**Clock distribution**

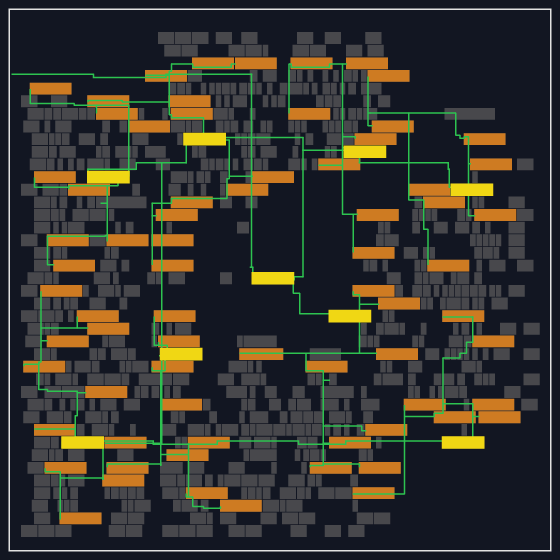
**Cell outlines without signal wires**

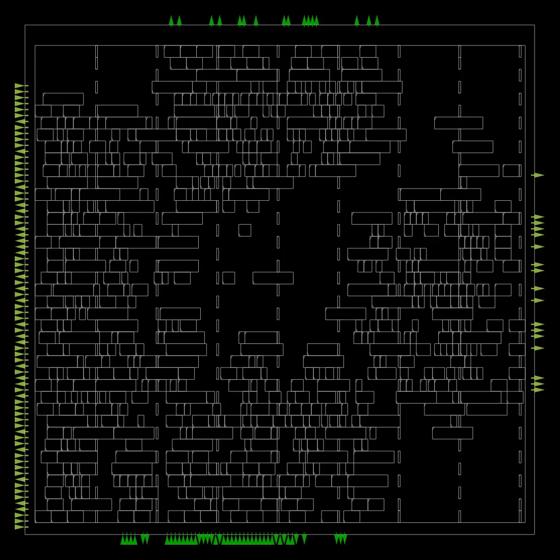
**Supply network**

Pins as bars on the die edge. Tap cells in grey.
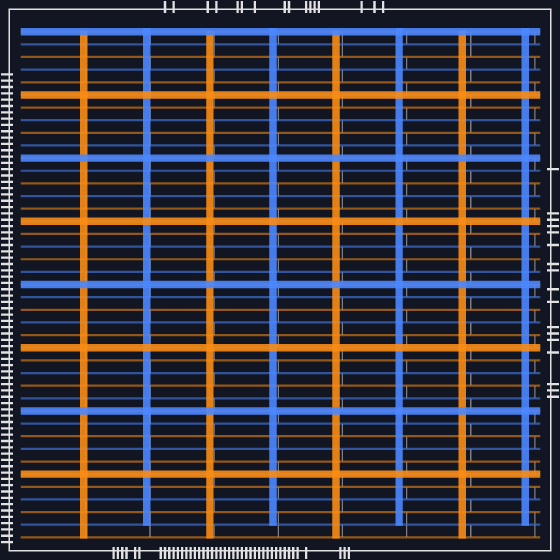
**Metal 2**

Bar = 20 um.
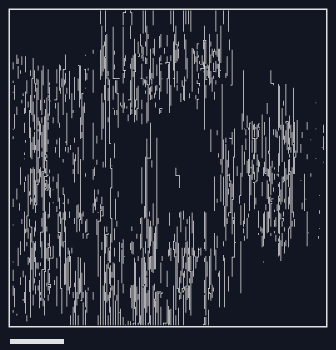
**Cell classes on the final placement**

Bar = 20 um. Fill, decap, tap and diode cells in grey.
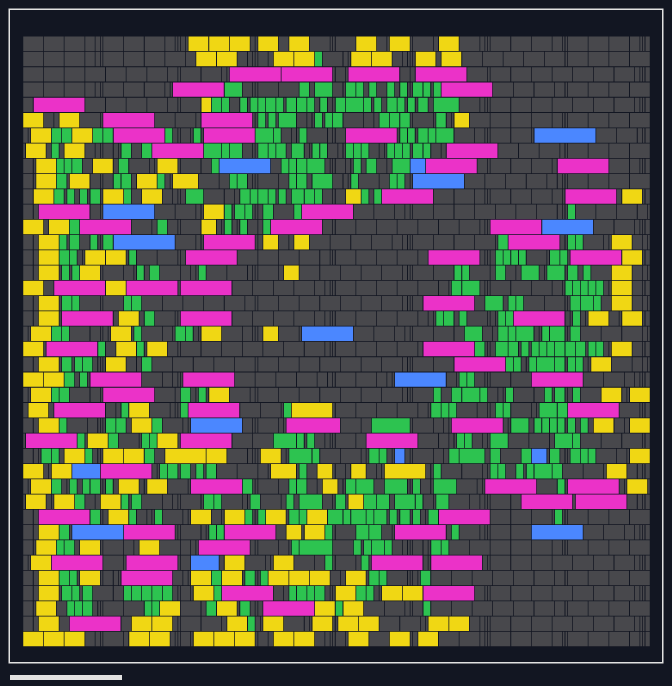
## config.mk

```make
export PLATFORM = sky130hd
export DESIGN_NAME = regfile_wb_arbiter_flat
export DESIGN_NICKNAME = d
export VERILOG_FILES = /design/src/rtl/regfile_wb_arbiter_if.sv /design/src/rtl/regfile_wb_arbiter.sv /design/src/flat_wrapper.sv
export SDC_FILE = /design/constraint.sdc
export NUM_CORES = 1
export LEC_CHECK = 0
export ABC_AREA = 1
export CAP_MARGIN = 20
export CORE_MARGIN = 2
export CORE_UTILIZATION = 30
export DETAILED_ROUTE_END_ITERATION = 16
export PLACE_DENSITY_LB_ADDON = 0.3
export SLEW_MARGIN = 10
export SYNTH_ARGS = -nofsm -noshare
export SYNTH_HDL_FRONTEND = slang
export SYNTH_SLANG_ARGS = --single-unit
```

## constraint.sdc

```tcl
create_clock -name clk -period 1.9 [get_ports clk]
set_input_delay 0.19 -clock clk [delete_from_list [all_inputs] [get_ports clk]]
set_output_delay 0.19 -clock clk [all_outputs]
set_load 0.005 [all_outputs]
```

## src/rtl/regfile_wb_arbiter_if.sv

```systemverilog
// ----------------------------------------------------------------------------
// regfile_wb_arbiter_if
// Bundles the two writeback requester handshakes and the register-file write
// port that the arbiter drives.
//
// Signals:
//   req0_valid/rd/data, req0_ready : ALU result path handshake
//   req1_valid/rd/data, req1_ready : load/multiply result path handshake
//   rf_we, rf_rd, rf_data          : registered register-file write port
//
// Modports:
//   master : requester side (drives valid/rd/data, observes ready and rf_*)
//   slave  : arbiter side (drives ready and rf_*)
// ----------------------------------------------------------------------------
interface regfile_wb_arbiter_if #(
    parameter int DATA_WIDTH = 32,
    parameter int ADDR_WIDTH = 5
);
    logic                  req0_valid;
    logic [ADDR_WIDTH-1:0] req0_rd;
    logic [DATA_WIDTH-1:0] req0_data;
    logic                  req0_ready;

    logic                  req1_valid;
    logic [ADDR_WIDTH-1:0] req1_rd;
    logic [DATA_WIDTH-1:0] req1_data;
    logic                  req1_ready;

    logic                  rf_we;
    logic [ADDR_WIDTH-1:0] rf_rd;
    logic [DATA_WIDTH-1:0] rf_data;

    modport master (
        output req0_valid, req0_rd, req0_data,
        input  req0_ready,
        output req1_valid, req1_rd, req1_data,
        input  req1_ready,
        input  rf_we, rf_rd, rf_data
    );

    modport slave (
        input  req0_valid, req0_rd, req0_data,
        output req0_ready,
        input  req1_valid, req1_rd, req1_data,
        output req1_ready,
        output rf_we, rf_rd, rf_data
    );
endinterface

```

## src/rtl/regfile_wb_arbiter.sv

```systemverilog
// ----------------------------------------------------------------------------
// regfile_wb_arbiter
// Shares the single register-file write port between two writeback
// requesters using round-robin arbitration with valid/ready handshakes.
// The winning write is registered once before reaching the register file.
// Writes to register 0 are accepted but never raise rf_we.
//
// Ports:
//   clk          : clock, rising edge
//   rst_n        : asynchronous active-low reset
//   stall        : pipeline stall, blocks every grant while high
//   bus          : requester handshakes and register-file write port (slave)
//   commit_cnt   : number of rf_we pulses, wraps
//   conflict_cnt : cycles with at least one valid requester not granted,
//                  saturates at all-ones
// ----------------------------------------------------------------------------
module regfile_wb_arbiter #(
    parameter int DATA_WIDTH = 32,
    parameter int ADDR_WIDTH = 5,
    parameter int CNT_WIDTH  = 16
) (
    input  logic                 clk,
    input  logic                 rst_n,
    input  logic                 stall,
    regfile_wb_arbiter_if.slave  bus,
    output logic [CNT_WIDTH-1:0] commit_cnt,
    output logic [CNT_WIDTH-1:0] conflict_cnt
);

    // last_grant = 1 means requester 1 won most recently, so requester 0
    // takes the next tie.
    logic                  last_grant;
    logic                  grant0;
    logic                  grant1;
    logic                  xfer;
    logic                  conflict;
    logic [ADDR_WIDTH-1:0] win_rd;
    logic [DATA_WIDTH-1:0] win_data;

    // Grant selection. Readies are held low while in reset and while stalled;
    // otherwise a lone valid requester wins outright and a tie goes to the
    // requester that did not win last time.
    always_comb begin
        grant0 = 1'b0;
        grant1 = 1'b0;
        if (rst_n && !stall) begin
            if (bus.req0_valid && bus.req1_valid) begin
                grant0 = last_grant;
                grant1 = !last_grant;
            end else begin
                grant0 = bus.req0_valid;
                grant1 = bus.req1_valid;
            end
        end
    end

    assign bus.req0_ready = grant0;
    assign bus.req1_ready = grant1;

    // A grant is only ever given to a valid requester, so any grant is a
    // transfer at the next edge.
    assign xfer     = grant0 | grant1;
    assign win_rd   = grant1 ? bus.req1_rd   : bus.req0_rd;
    assign win_data = grant1 ? bus.req1_data : bus.req0_data;

    // Counts once per cycle even when both requesters are held off by stall.
    assign conflict = (bus.req0_valid && !grant0) || (bus.req1_valid && !grant1);

    // Output stage, round-robin pointer and debug counters. rf_rd/rf_data
    // capture every accepted write (including register 0) but rf_we only
    // pulses for non-zero destinations, and commit_cnt tracks those pulses.
    always_ff @(posedge clk or negedge rst_n) begin
        if (!rst_n) begin
            bus.rf_we    <= 1'b0;
            bus.rf_rd    <= '0;
            bus.rf_data  <= '0;
            last_grant   <= 1'b1;
            commit_cnt   <= '0;
            conflict_cnt <= '0;
        end else begin
            bus.rf_we <= xfer && (win_rd != '0);
            if (xfer) begin
                bus.rf_rd   <= win_rd;
                bus.rf_data <= win_data;
                last_grant  <= grant1;
            end
            if (xfer && (win_rd != '0)) begin
                commit_cnt <= commit_cnt + CNT_WIDTH'(1);
            end
            if (conflict && (conflict_cnt != {CNT_WIDTH{1'b1}})) begin
                conflict_cnt <= conflict_cnt + CNT_WIDTH'(1);
            end
        end
    end

endmodule

```

## src/flat_wrapper.sv

```systemverilog
// flat-port wrapper written by rule: the top's interface ports become plain ports
module regfile_wb_arbiter_flat 
#(
    parameter int DATA_WIDTH = 32,
    parameter int ADDR_WIDTH = 5,
    parameter int CNT_WIDTH  = 16
)
  (clk, rst_n, stall, commit_cnt, conflict_cnt, bus_req0_valid, bus_req0_rd, bus_req0_data, bus_req0_ready, bus_req1_valid, bus_req1_rd, bus_req1_data, bus_req1_ready, bus_rf_we, bus_rf_rd, bus_rf_data);
  regfile_wb_arbiter_if #(.DATA_WIDTH(DATA_WIDTH), .ADDR_WIDTH(ADDR_WIDTH)) bus_i ();
  input  logic clk;
  input  logic rst_n;
  input  logic stall;
  output logic [CNT_WIDTH-1:0] commit_cnt;
  output logic [CNT_WIDTH-1:0] conflict_cnt;
  input wire logic [$bits(bus_i.req0_valid)-1:0] bus_req0_valid;
  input wire logic [$bits(bus_i.req0_rd)-1:0] bus_req0_rd;
  input wire logic [$bits(bus_i.req0_data)-1:0] bus_req0_data;
  output wire logic [$bits(bus_i.req0_ready)-1:0] bus_req0_ready;
  input wire logic [$bits(bus_i.req1_valid)-1:0] bus_req1_valid;
  input wire logic [$bits(bus_i.req1_rd)-1:0] bus_req1_rd;
  input wire logic [$bits(bus_i.req1_data)-1:0] bus_req1_data;
  output wire logic [$bits(bus_i.req1_ready)-1:0] bus_req1_ready;
  output wire logic [$bits(bus_i.rf_we)-1:0] bus_rf_we;
  output wire logic [$bits(bus_i.rf_rd)-1:0] bus_rf_rd;
  output wire logic [$bits(bus_i.rf_data)-1:0] bus_rf_data;
  assign bus_i.req0_valid = bus_req0_valid;
  assign bus_i.req0_rd = bus_req0_rd;
  assign bus_i.req0_data = bus_req0_data;
  assign bus_req0_ready = bus_i.req0_ready;
  assign bus_i.req1_valid = bus_req1_valid;
  assign bus_i.req1_rd = bus_req1_rd;
  assign bus_i.req1_data = bus_req1_data;
  assign bus_req1_ready = bus_i.req1_ready;
  assign bus_rf_we = bus_i.rf_we;
  assign bus_rf_rd = bus_i.rf_rd;
  assign bus_rf_data = bus_i.rf_data;
  regfile_wb_arbiter #(.DATA_WIDTH(DATA_WIDTH), .ADDR_WIDTH(ADDR_WIDTH), .CNT_WIDTH(CNT_WIDTH)) u_core (.clk(clk), .rst_n(rst_n), .stall(stall), .bus(bus_i), .commit_cnt(commit_cnt), .conflict_cnt(conflict_cnt));
endmodule
```

==> results.sh <==
# source this file to load flow results
export IMPL_clk_latency_ns=0.35
export IMPL_hold_buffers=0
export IMPL_combGateArea_um2=1743
export IMPL_largest_register_ffs=32
export IMPL_htreeDepth=3
export IMPL_cp_buffers_inverters=2
export IMPL_end_kind="flip-flop"
export IMPL_intPower_mw=3.823
export IMPL_rsz0062_at_grt="false"
export IMPL_cp_depth=11
export IMPL_finalNetCount=720
export IMPL_area_leaders="dfrtp_1, nand2_1, a21oi_1"
export IMPL_clock_skew_ns=0.004095
export IMPL_synthArstFlopShare_pct=100.0
export IMPL_synth_most_common_cell="nand2_1"
export IMPL_top_area_share_pct=46.39
export IMPL_grt_overflow_total=0
export IMPL_cts_setup_buffers=0
export IMPL_xor_share_pct=5.335
export IMPL_period_used_pct=88.89
export IMPL_crit_path_end="u_core.conflict_cnt[6]"
export IMPL_synth_area_um2=3776
export IMPL_synthDistinctLibCells=30
export IMPL_synth_edff_count=0
export IMPL_holdWs_ns=0.1320
export IMPL_dp_cells=796
export IMPL_worst_path_largest_cell_delay_ns=0.40
export IMPL_worst_slew_pin_slew_ns=0.9336
export IMPL_fmax_mhz=592.1
export IMPL_gp_congestion=0.8246
export IMPL_port_buffers=150
export IMPL_setup_viol=0
export IMPL_lay_top_cells="clkdlybuf4s50_1, nand2_1, dfrtp_1, a21oi_1, nor2_1"
export IMPL_status="finished clean"
export IMPL_worstPathCellList="ha_1 > nand2_1 > inv_1 > nand2_1 > nor3_2 > nand3_1 > nand2_2 > buf_4 > nor2_1 > nand2_1 > nand2_1"
export IMPL_aoi_share_pct=12.16
export IMPL_inverters=38
export IMPL_top_regs="u_core.bus.rf_data x32, u_core.commit_cnt x16, u_core.conflict_cnt x16"
export IMPL_logic_family="simple AND/OR/NAND/NOR gates"
export IMPL_wl_met3_um=1149
export IMPL_hold_viol=0
export IMPL_lay_top_count="clkdlybuf4s50_1"
export IMPL_root_buffer="clkbuf_16"
export IMPL_synth_main_ff_cell="dfrtp_1"
export IMPL_warning_count=26
export IMPL_crit_top_cell="nand2_1"
Back to the opening pictures, 'clock distribution':
[flip-flops] orange | count: 71
[clock drivers] yellow | count: 9
[clock wires] green | length: 1180 um
flops lie	all over the die

Back to the opening pictures, 'cell outlines without signal wires':
# rows: 40
# Taps: 168
sequential cell area share: 30.35%
Fill cells: 1174
Final Non-Filler Cells: 812

Back to the opening pictures, 'supply network':
net	colour
VSS	orange
VDD	blue
met5 straps	8
rows	40
met4 straps	8
met1 rails	41
die width: 116.2 um
Die H: 116.2 um
Placeable Area: 12160 um2
peak supply drop: 626.6 uV

Back to the opening pictures, 'metal 2':
wire length on this layer	5390 um
share of all routed wire	47%
nets with wire on the layer	593
total number of vias: 3801
met2 global-route usage: 29.04%
Routed WL: 11380 um

Back to the opening pictures, 'cell classes on the final placement':
class	colour	cells	share of their area
combinational and other logic	green	392	33%
clock drivers and dummy loads	blue	16	5.9%
other buffers and delay cells	yellow	165	29%
flops	magenta	71	31%

